--- src/rtl/riscv_tag_mode_stage_pkg.sv ---
// Shared opcodes, ALU tag modes and tag-propagation classes for the tag-mode stage.
package riscv_tag_mode_stage_pkg;

  localparam int unsigned ALU_MODE_WIDTH = 2;
  localparam logic [ALU_MODE_WIDTH-1:0] ALU_MODE_OLD = 2'b00;

  localparam logic [6:0] OPCODE_LOAD   = 7'h03;
  localparam logic [6:0] OPCODE_OPIMM  = 7'h13;
  localparam logic [6:0] OPCODE_AUIPC  = 7'h17;
  localparam logic [6:0] OPCODE_STORE  = 7'h23;
  localparam logic [6:0] OPCODE_OP     = 7'h33;
  localparam logic [6:0] OPCODE_LUI    = 7'h37;
  localparam logic [6:0] OPCODE_BRANCH = 7'h63;
  localparam logic [6:0] OPCODE_JALR   = 7'h67;
  localparam logic [6:0] OPCODE_JAL    = 7'h6F;

  localparam logic [6:0] FUNCT7_BASE = 7'h00;
  localparam logic [6:0] FUNCT7_MULT = 7'h01;
  localparam logic [6:0] FUNCT7_ALT  = 7'h20;

  typedef enum logic [2:0] {
    TAG_CLASS_JUMP       = 3'd0,
    TAG_CLASS_BRANCH     = 3'd1,
    TAG_CLASS_LOADSTORE  = 3'd2,
    TAG_CLASS_INTEGER    = 3'd3,
    TAG_CLASS_SHIFT      = 3'd4,
    TAG_CLASS_COMPARISON = 3'd5,
    TAG_CLASS_LOGICAL    = 3'd6,
    TAG_CLASS_NONE       = 3'd7
  } tag_class_e;

endpackage

--- src/rtl/riscv_tag_mode_stage_class_decode.sv ---
// Combinational instruction-to-tag-class decoder; classes that do not fit
// in NUM_CLASSES fold into the last (NONE) class.
module riscv_tag_class_decode
  import riscv_tag_mode_stage_pkg::*;
#(
  parameter int unsigned NUM_CLASSES = 8
) (
  input  logic [31:0]                      instr_i,
  output logic [$clog2(NUM_CLASSES)-1:0]   class_o
);

  localparam int unsigned CLS_W = $clog2(NUM_CLASSES);

  logic [6:0] opcode;
  logic [2:0] funct3;
  logic [6:0] funct7;
  tag_class_e cls;
  logic       unused_instr_bits;

  assign opcode = instr_i[6:0];
  assign funct3 = instr_i[14:12];
  assign funct7 = instr_i[31:25];
  assign unused_instr_bits = ^{instr_i[24:15], instr_i[11:7]};

  always_comb begin
    cls = TAG_CLASS_NONE;
    case (opcode)
      OPCODE_JAL, OPCODE_JALR:                 cls = TAG_CLASS_JUMP;
      OPCODE_BRANCH:                           cls = TAG_CLASS_BRANCH;
      OPCODE_STORE, OPCODE_LUI, OPCODE_AUIPC:  cls = TAG_CLASS_LOADSTORE;
      OPCODE_OPIMM: begin
        case (funct3)
          3'b000:                 cls = TAG_CLASS_INTEGER;
          3'b010, 3'b011:         cls = TAG_CLASS_COMPARISON;
          3'b100, 3'b110, 3'b111: cls = TAG_CLASS_LOGICAL;
          3'b001: cls = (funct7 == FUNCT7_BASE) ? TAG_CLASS_SHIFT : TAG_CLASS_NONE;
          3'b101: cls = (funct7 == FUNCT7_BASE || funct7 == FUNCT7_ALT)
                        ? TAG_CLASS_SHIFT : TAG_CLASS_NONE;
          default: cls = TAG_CLASS_NONE;
        endcase
      end
      OPCODE_OP: begin
        // M-extension ops all share funct7 0x01 and count as integer
        if (funct7 == FUNCT7_MULT) begin
          cls = TAG_CLASS_INTEGER;
        end else if (funct7 == FUNCT7_BASE) begin
          case (funct3)
            3'b000:                 cls = TAG_CLASS_INTEGER;
            3'b001, 3'b101:         cls = TAG_CLASS_SHIFT;
            3'b010, 3'b011:         cls = TAG_CLASS_COMPARISON;
            3'b100, 3'b110, 3'b111: cls = TAG_CLASS_LOGICAL;
            default:                cls = TAG_CLASS_NONE;
          endcase
        end else if (funct7 == FUNCT7_ALT) begin
          case (funct3)
            3'b000:  cls = TAG_CLASS_INTEGER;
            3'b101:  cls = TAG_CLASS_SHIFT;
            default: cls = TAG_CLASS_NONE;
          endcase
        end
      end
      default: cls = TAG_CLASS_NONE;
    endcase
  end

  assign class_o = (32'(cls) >= NUM_CLASSES - 1) ? CLS_W'(NUM_CLASSES - 1) : CLS_W'(cls);

endmodule

--- src/rtl/riscv_tag_mode_stage.sv ---
// Registered tag-mode stage: class decode, TPR MODE lookup, valid/ready hand-off to EX,
// deferred TPR writes. Optional per-class retire counters under RISCV_TAG_MODE_CNT_EN.
module riscv_tag_mode_stage
  import riscv_tag_mode_stage_pkg::*;
#(
  parameter int unsigned TAG_MODE_WIDTH = 2,
  parameter int unsigned NUM_CLASSES    = 8,
  parameter logic [31:0] TPR_RST        = 32'h0,
  parameter int unsigned CNT_WIDTH      = 16
) (
  input  logic                             clk,
  input  logic                             rst_n,
  input  logic [31:0]                      instr_rdata_i,
  input  logic                             instr_valid_i,
  output logic                             instr_ready_o,
  input  logic                             ex_ready_i,
  input  logic                             flush_i,
  input  logic [31:0]                      tpr_wdata_i,
  input  logic                             tpr_we_i,
  output logic                             tpr_pending_o,
  output logic [TAG_MODE_WIDTH-1:0]        mode_o,
  output logic [$clog2(NUM_CLASSES)-1:0]   mode_class_o,
  output logic                             mode_valid_o,
  input  logic [$clog2(NUM_CLASSES)-1:0]   cnt_sel_i,
  input  logic                             cnt_clr_i,
  output logic [CNT_WIDTH-1:0]             cnt_o
);

  localparam int unsigned CLS_W = $clog2(NUM_CLASSES);
  localparam logic [CLS_W-1:0]          CLS_NONE   = CLS_W'(NUM_CLASSES - 1);
  localparam logic [TAG_MODE_WIDTH-1:0] MODE_OLD   = TAG_MODE_WIDTH'(ALU_MODE_OLD);
  localparam logic [0:0]                TPR_IDLE    = 1'b0;
  localparam logic [0:0]                TPR_PENDING = 1'b1;

  if ((NUM_CLASSES - 1) * TAG_MODE_WIDTH > 32) begin : g_tpr_fit_check
    $error("riscv_tag_mode_stage: (NUM_CLASSES-1)*TAG_MODE_WIDTH exceeds 32 TPR bits");
  end

  logic                      mode_valid_q, mode_valid_d;
  logic [TAG_MODE_WIDTH-1:0] mode_q, mode_d;
  logic [CLS_W-1:0]          class_q, class_d;
  logic [31:0]               tpr_active_q, tpr_active_d;
  logic [31:0]               tpr_shadow_q, tpr_shadow_d;
  logic [0:0]                tpr_state_q, tpr_state_d;

  logic [CLS_W-1:0]          dec_class;
  logic [TAG_MODE_WIDTH-1:0] lookup_mode;
  logic                      stall;
  logic                      accept;

  riscv_tag_class_decode #(
    .NUM_CLASSES (NUM_CLASSES)
  ) u_class_decode (
    .instr_i (instr_rdata_i),
    .class_o (dec_class)
  );

  assign stall         = mode_valid_q && !ex_ready_i;
  assign instr_ready_o = !mode_valid_q || ex_ready_i;
  assign accept        = instr_valid_i && instr_ready_o && !flush_i;

  // MODE field of the decoded class, taken from the currently active TPR
  assign lookup_mode = (dec_class == CLS_NONE) ? MODE_OLD
                     : TAG_MODE_WIDTH'(tpr_active_q >> (32'(dec_class) * TAG_MODE_WIDTH));

  always_comb begin
    mode_valid_d = mode_valid_q;
    mode_d       = mode_q;
    class_d      = class_q;
    tpr_active_d = tpr_active_q;
    tpr_shadow_d = tpr_shadow_q;
    tpr_state_d  = tpr_state_q;

    if (flush_i) begin
      mode_valid_d = 1'b0;
    end else if (accept) begin
      mode_valid_d = 1'b1;
      mode_d       = lookup_mode;
      class_d      = dec_class;
    end else if (ex_ready_i) begin
      mode_valid_d = 1'b0;
    end

    // A write during a stall is parked so the held entry's mode never changes under EX
    if (tpr_state_q == TPR_IDLE) begin
      if (tpr_we_i) begin
        if (stall) begin
          tpr_shadow_d = tpr_wdata_i;
          tpr_state_d  = TPR_PENDING;
        end else begin
          tpr_active_d = tpr_wdata_i;
        end
      end
    end else begin
      if (ex_ready_i || flush_i) begin
        tpr_active_d = tpr_we_i ? tpr_wdata_i : tpr_shadow_q;
        tpr_state_d  = TPR_IDLE;
      end else if (tpr_we_i) begin
        tpr_shadow_d = tpr_wdata_i;
      end
    end
  end

  always_ff @(posedge clk or negedge rst_n) begin
    if (!rst_n) begin
      mode_valid_q <= 1'b0;
      mode_q       <= MODE_OLD;
      class_q      <= CLS_NONE;
      tpr_active_q <= TPR_RST;
      tpr_shadow_q <= TPR_RST;
      tpr_state_q  <= TPR_IDLE;
    end else begin
      mode_valid_q <= mode_valid_d;
      mode_q       <= mode_d;
      class_q      <= class_d;
      tpr_active_q <= tpr_active_d;
      tpr_shadow_q <= tpr_shadow_d;
      tpr_state_q  <= tpr_state_d;
    end
  end

  assign mode_valid_o  = mode_valid_q;
  assign mode_o        = mode_q;
  assign mode_class_o  = class_q;
  assign tpr_pending_o = (tpr_state_q == TPR_PENDING);

`ifdef RISCV_TAG_MODE_CNT_EN
  logic [CNT_WIDTH-1:0] cnt_q [NUM_CLASSES];
  logic                 retire;

  assign retire = mode_valid_q && ex_ready_i && !flush_i;

  // Saturating per-class retire counters; clear beats increment
  always_ff @(posedge clk or negedge rst_n) begin
    if (!rst_n) begin
      for (int i = 0; i < int'(NUM_CLASSES); i++) cnt_q[i] <= '0;
    end else if (cnt_clr_i) begin
      for (int i = 0; i < int'(NUM_CLASSES); i++) cnt_q[i] <= '0;
    end else if (retire) begin
      for (int i = 0; i < int'(NUM_CLASSES); i++) begin
        if (class_q == CLS_W'(i) && cnt_q[i] != '1) cnt_q[i] <= cnt_q[i] + CNT_WIDTH'(1);
      end
    end
  end

  assign cnt_o = (32'(cnt_sel_i) < NUM_CLASSES) ? cnt_q[cnt_sel_i] : '0;
`else
  logic unused_cnt_inputs;

  assign unused_cnt_inputs = ^{cnt_sel_i, cnt_clr_i};
  assign cnt_o             = '0;
`endif

endmodule

--- config.mk ---
export PLATFORM = sky130hd
export DESIGN_NAME = riscv_tag_mode_stage
export DESIGN_NICKNAME = d
export VERILOG_FILES = /design/src/rtl/riscv_tag_mode_stage_pkg.sv /design/src/rtl/riscv_tag_mode_stage_class_decode.sv /design/src/rtl/riscv_tag_mode_stage.sv
export SDC_FILE = /design/constraint.sdc
export NUM_CORES = 1
export LEC_CHECK = 0
export CAP_MARGIN = 20
export CORE_MARGIN = 1
export CORE_UTILIZATION = 35
export CTS_BUF_LIST = sky130_fd_sc_hd__clkbuf_4
export CTS_CLUSTER_DIAMETER = 30
export DETAILED_ROUTE_END_ITERATION = 10
export PLACE_DENSITY = 0.7
export SYNTH_ARGS = -nofsm -noshare
export SYNTH_HDL_FRONTEND = slang
export SYNTH_HIERARCHICAL = 1
export SYNTH_SLANG_ARGS = --single-unit
--- constraint.sdc ---
create_clock -name clk -period 3.4 [get_ports clk]
set_input_delay 0.68 -clock clk [delete_from_list [all_inputs] [get_ports clk]]
set_output_delay 0.68 -clock clk [all_outputs]
set_load 0.02 [all_outputs]
**Run 1: sequential cells coloured by netlist name**

Other sequential cells in the stronger grey, the rest of the logic in the fainter grey.
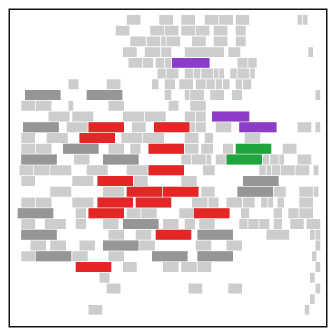
mode_o: marked green, flops 2. mode_class_o: marked purple, flops 3. tpr_active_q: marked red, flops 14, where centre.

**Run 1: signal wires by layer**

Bar = 20 microns.
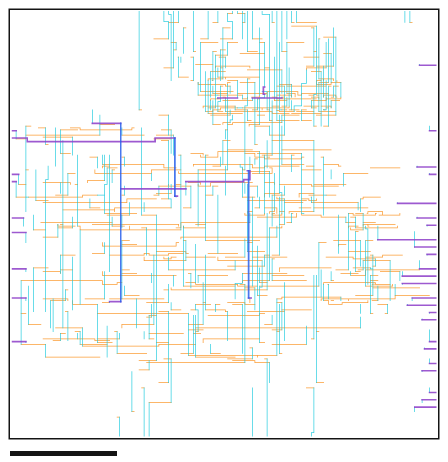
met1: marked orange, wire length 1720 microns. met4: marked blue, wire length 68.0 microns. met3: marked purple, wire length 172 microns. met2: marked cyan, wire length 1710 microns.
GRT Resource Usage Total: 0.1230
Routed wire per std cell: 12.31 microns
final WL: 3668 microns
total number of vias: 1432

==> results.sh, run 1 <==
# yosys + openroad results
export IMPL_run_status="completed"
export IMPL_wl_met1_microns=1718
export IMPL_first_global_vias=1352
export IMPL_startpoint="instr_rdata_i[29]"
export IMPL_cp_arrival_ps=3260
export IMPL_portBuffers=44
export IMPL_p_clk_frac=0.216
export IMPL_min_path_cells=1
export IMPL_synth_warnings=6
export IMPL_overflow=0
export IMPL_ys_sh_aoi=0.09806
export IMPL_worst_slack_ps=395.3
export IMPL_ios=98
export IMPL_gr_usage_met2=0.1991
export IMPL_yosys_cells=170
export IMPL_buffer_area_frac=0.1862
export IMPL_rows=28
export IMPL_synth_main_ff_cell="dfrtp_1"
export IMPL_min_period_over_period=0.8837
export IMPL_cts_root_buffer="clkbuf_4"
export IMPL_wl_met2_microns=1710
export IMPL_p_total_mw=1.007
export IMPL_drc=0
export IMPL_n_all_buffers=51
export IMPL_n_all_inverters=5
export IMPL_drv_slew=0
export IMPL_fp_util=0.3620
export IMPL_mux_share=0.2989
export IMPL_nFillCells=557
export IMPL_endpoint="mode_o[0]$_DFFE_PN0P_"
export IMPL_die_y_microns=80.03
export IMPL_crit_path_end_kind="flip-flop"
export IMPL_nClkBuffers=6
export IMPL_core_area_sq_um=5886
export IMPL_synth_distinct_cells=42
export IMPL_post_cts_buffers=0
export IMPL_critPathMaxStageDelay_ps=530
export IMPL_switching_share=0.2730
export IMPL_use_met3=0.02857
export IMPL_holdWs_ps=496.6
export IMPL_area_leaders="dfrtp_1 38%, mux2_4 11%, mux2_2 11%, buf_4 5.6%, mux2_1 4.2%"
export IMPL_place_worst_setup_slack_ps=28.66
export IMPL_sh_seq_area=0.3322
export IMPL_met1_usage=0.1535
export IMPL_fin_crit_ps=3005
export IMPL_ctsHoldBuffers=0
export IMPL_ys_sh_adder=0.004698
export IMPL_chip_area_sq_um=6404
export IMPL_synth_area_sq_um=2131
export IMPL_drt_iter0_markers=50
export IMPL_reg2reg_slack_ps=1800
export IMPL_final_cell_area_sq_um=2648
export IMPL_synth_area_leader_cell="dfrtp_1"
export IMPL_layout_top_cells="44 x clkdlybuf4s50_1, 32 x dfrtp_1, 21 x mux2_2"
export IMPL_finalSetupViolations=0
export IMPL_clk_path_buf_depth=2
export IMPL_seqCellArea_sq_um=879.6
export IMPL_postRouteAntennaNets=0
export IMPL_gp_congestion=0.7363
export IMPL_path_buffers=1
export IMPL_reg2regPathDepth=3
export IMPL_edf_count=0
export IMPL_wl_met3_microns=172
export IMPL_p_int_mw=0.7321
export IMPL_dpl_cell_area_sq_um=2595
export IMPL_crit_path_max_fanout=6
export IMPL_powerClk_mw=0.218
export IMPL_drive_above_1_share=0.2735
export IMPL_cts_tree="built"
export IMPL_vias_per_cell=4.805
export IMPL_top_cell="dfrtp_1"
export IMPL_p_leak_nw=1.139
export IMPL_grt_max_degree=36
export IMPL_hpwlAfterDp_microns=2809
export IMPL_critPathTopFamily="simple AND/OR/NAND/NOR gates"
export IMPL_async_reset_ff_frac=1.000
export IMPL_ys_flops=35
export IMPL_p_sw_mw=0.2749
**Run 1: clock nets**

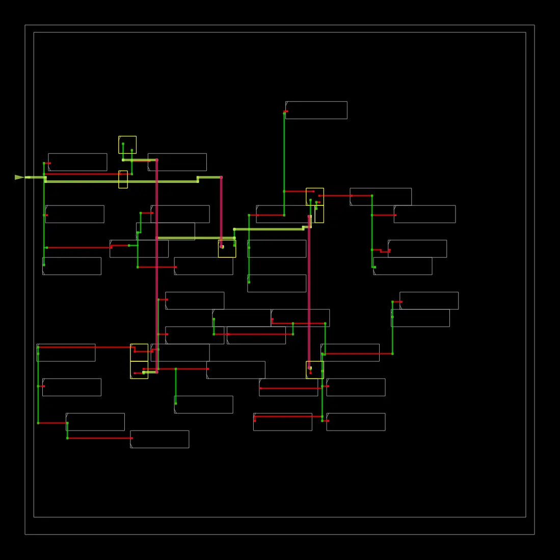
Setup Skew: 5.445 ps
flip-flops: 35
Latency at later pin: 340 ps
CTS buffer count: 5

--- run 2 (diff from run 1) ---
Settings changed: CTS_BUF_LIST sky130_fd_sc_hd__clkbuf_4 to sky130_fd_sc_hd__clkbuf_16.
==> run 2 against run 1 <==
  * Core utilization rose by 1.4 points
  * Clock power rose by 91%
  * Global-route usage did not move
  * Count of clock-buffer cells in the layout fell by 1
  * Sequential power barely moved
  * Clock skew fell by 1.6 ps
==> results.sh, run 2 <==
# yosys + openroad results
export IMPL_critPathMaxStageDelay_ps=530
export IMPL_mux_share=0.2989
export IMPL_hpwlAfterDp_microns=2809
export IMPL_cts_sinks=35
export IMPL_critPathTopFamily="simple AND/OR/NAND/NOR gates"
export IMPL_seqCellArea_sq_um=879.6
export IMPL_busiest_layer="met2"
export IMPL_p_clk_frac=0.344
export IMPL_grt_setup_unrepaired="no"
export IMPL_core_area_sq_um=5886
export IMPL_rows=28
export IMPL_clk_share=0.04993
export IMPL_fp_util=0.3620
export IMPL_synth_warnings=6
export IMPL_fin_worst_skew_ps=3.819
export IMPL_ys_sh_aoi=0.09806
export IMPL_p_total_mw=1.206
export IMPL_synth_main_ff_cell="dfrtp_1"
export IMPL_cp_arrival_ps=3260
export IMPL_synth_distinct_cells=42
export IMPL_place_worst_setup_slack_ps=28.66
export IMPL_drt_iter0_markers=43
export IMPL_cts_tree="built"
export IMPL_switching_share=0.2437
export IMPL_start_kind="input pin"
export IMPL_flop_count=35
export IMPL_met1_usage=0.1535
export IMPL_mostFrequentLayoutCell="clkdlybuf4s50_1"
export IMPL_reg2regPathDepth=3
export IMPL_area_leaders="dfrtp_1 38%, mux2_4 11%, mux2_2 11%, buf_4 5.6%, mux2_1 4.2%"
export IMPL_num_nets_final=296
export IMPL_p_leak_nw=1.178
export IMPL_sh_seq_area=0.3220
export IMPL_drc=0
export IMPL_ys_chip_area_sq_um=2131
export IMPL_dpl_cell_area_sq_um=2595
export IMPL_track_usage=0.1230
export IMPL_ys_sh_adder=0.004698
export IMPL_path_buffers=1
export IMPL_path_clk_slew_ps=50
export IMPL_min_path_cells=1
export IMPL_drv_cap=0
export IMPL_place_inst=290
export IMPL_synth_area_sq_um=2131
export IMPL_use_met3=0.04229
export IMPL_rr_endpoint="tpr_shadow_q[9]$_DFFE_PN0P_"
export IMPL_n_all_inverters=5
export IMPL_finish_utilization=0.4641
export IMPL_grt_pass1_wl_microns=5989
export IMPL_wl_per_cell_microns=12.21
export IMPL_cts_buffers=5
export IMPL_worstSkewPairLatency_ps=270
export IMPL_die_y_microns=80.03
export IMPL_vias_per_cell=4.705
export IMPL_nClkBuffers=5
export IMPL_top_area_frac=0.3758
export IMPL_p_sw_mw=0.2940
export IMPL_n_all_buffers=51
export IMPL_postRouteAntennaNets=0
export IMPL_p_int_mw=0.9123
export IMPL_overflow=0
export IMPL_post_cts_buffers=0
export IMPL_drive_above_1_share=0.2691
export IMPL_wl_met1_microns=1699
export IMPL_synth_simple_area_share=0.09102
export IMPL_buffer_area_frac=0.1805
export IMPL_ios=98
export IMPL_min_path_type="reg2reg"
export IMPL_worst_slack_ps=318.1
export IMPL_comb_share=0.4063
export IMPL_top_cell="dfrtp_1"
export IMPL_min_period_over_period=0.9065
export IMPL_path_cells="clkdlybuf4s50_1 -> or4_4 -> or3_4 -> a2111oi_4 -> o2111ai_1 -> nor2b_1 -> a22o_1 -> o31ai_1"
export IMPL_cts_root_buffer="clkbuf_16"
export IMPL_layout_top_cells="44 x clkdlybuf4s50_1, 32 x dfrtp_1, 21 x mux2_2"
export IMPL_holdWs_ps=481.3
export IMPL_drv_slew=0
export IMPL_common_cells="32 x dfrtp_1, 21 x mux2_2, 16 x buf_4, 16 x mux2_4, 9 x nand2b_1"
export IMPL_yosys_cells=170
export IMPL_wl_met3_microns=164
export IMPL_async_reset_ff_frac=1.000
export IMPL_worstHoldStart="tpr_shadow_q[2]$_DFFE_PN0P_"
export IMPL_final_cell_area_sq_um=2731
export IMPL_nFillCells=539
export IMPL_largestClassByArea="multi-input combinational cells"
export IMPL_first_global_vias=1338
export IMPL_gp_congestion=0.7363
export IMPL_crit_path_end_kind="flip-flop"
export IMPL_finalSetupViolations=0
export IMPL_clk_path_buf_depth=2
export IMPL_portBuffers=44
export IMPL_endpoint="mode_o[0]$_DFFE_PN0P_"
export IMPL_ys_flops=35
export IMPL_path_class="in2reg"
export IMPL_chip_area_sq_um=6404
export IMPL_min_to="tpr_shadow_q[2]$_DFFE_PN0P_"
export IMPL_grt_max_degree=36
export IMPL_reg2reg_slack_ps=1810
export IMPL_gr_usage_met2=0.1991
export IMPL_wl_met2_microns=1754
export IMPL_r2r_start="tpr_pending_o$_DFF_PN0_"
export IMPL_crit_path_max_fanout=6
export IMPL_run_status="completed"
export IMPL_fin_crit_ps=3082
export IMPL_startpoint="instr_rdata_i[29]"
export IMPL_wl_microns=3640
export IMPL_num_vias=1402
export IMPL_first_pass_iters=4
export IMPL_ctsHoldBuffers=0
export IMPL_synth_area_leader_cell="dfrtp_1"
export IMPL_edf_count=0
export IMPL_powerClk_mw=0.416
**Run 2: signal wires by layer**

Bar = 20 microns.
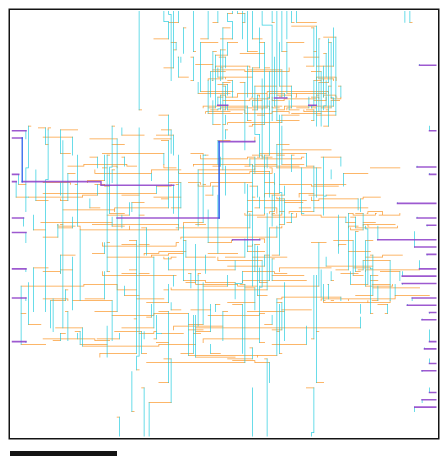
met4: marked blue, wire length 22.4 microns. met2: marked cyan, wire length 1750 microns. met3: marked purple, wire length 164 microns. met1: marked orange, wire length 1700 microns.

Power and IR drop assume default switching activity.
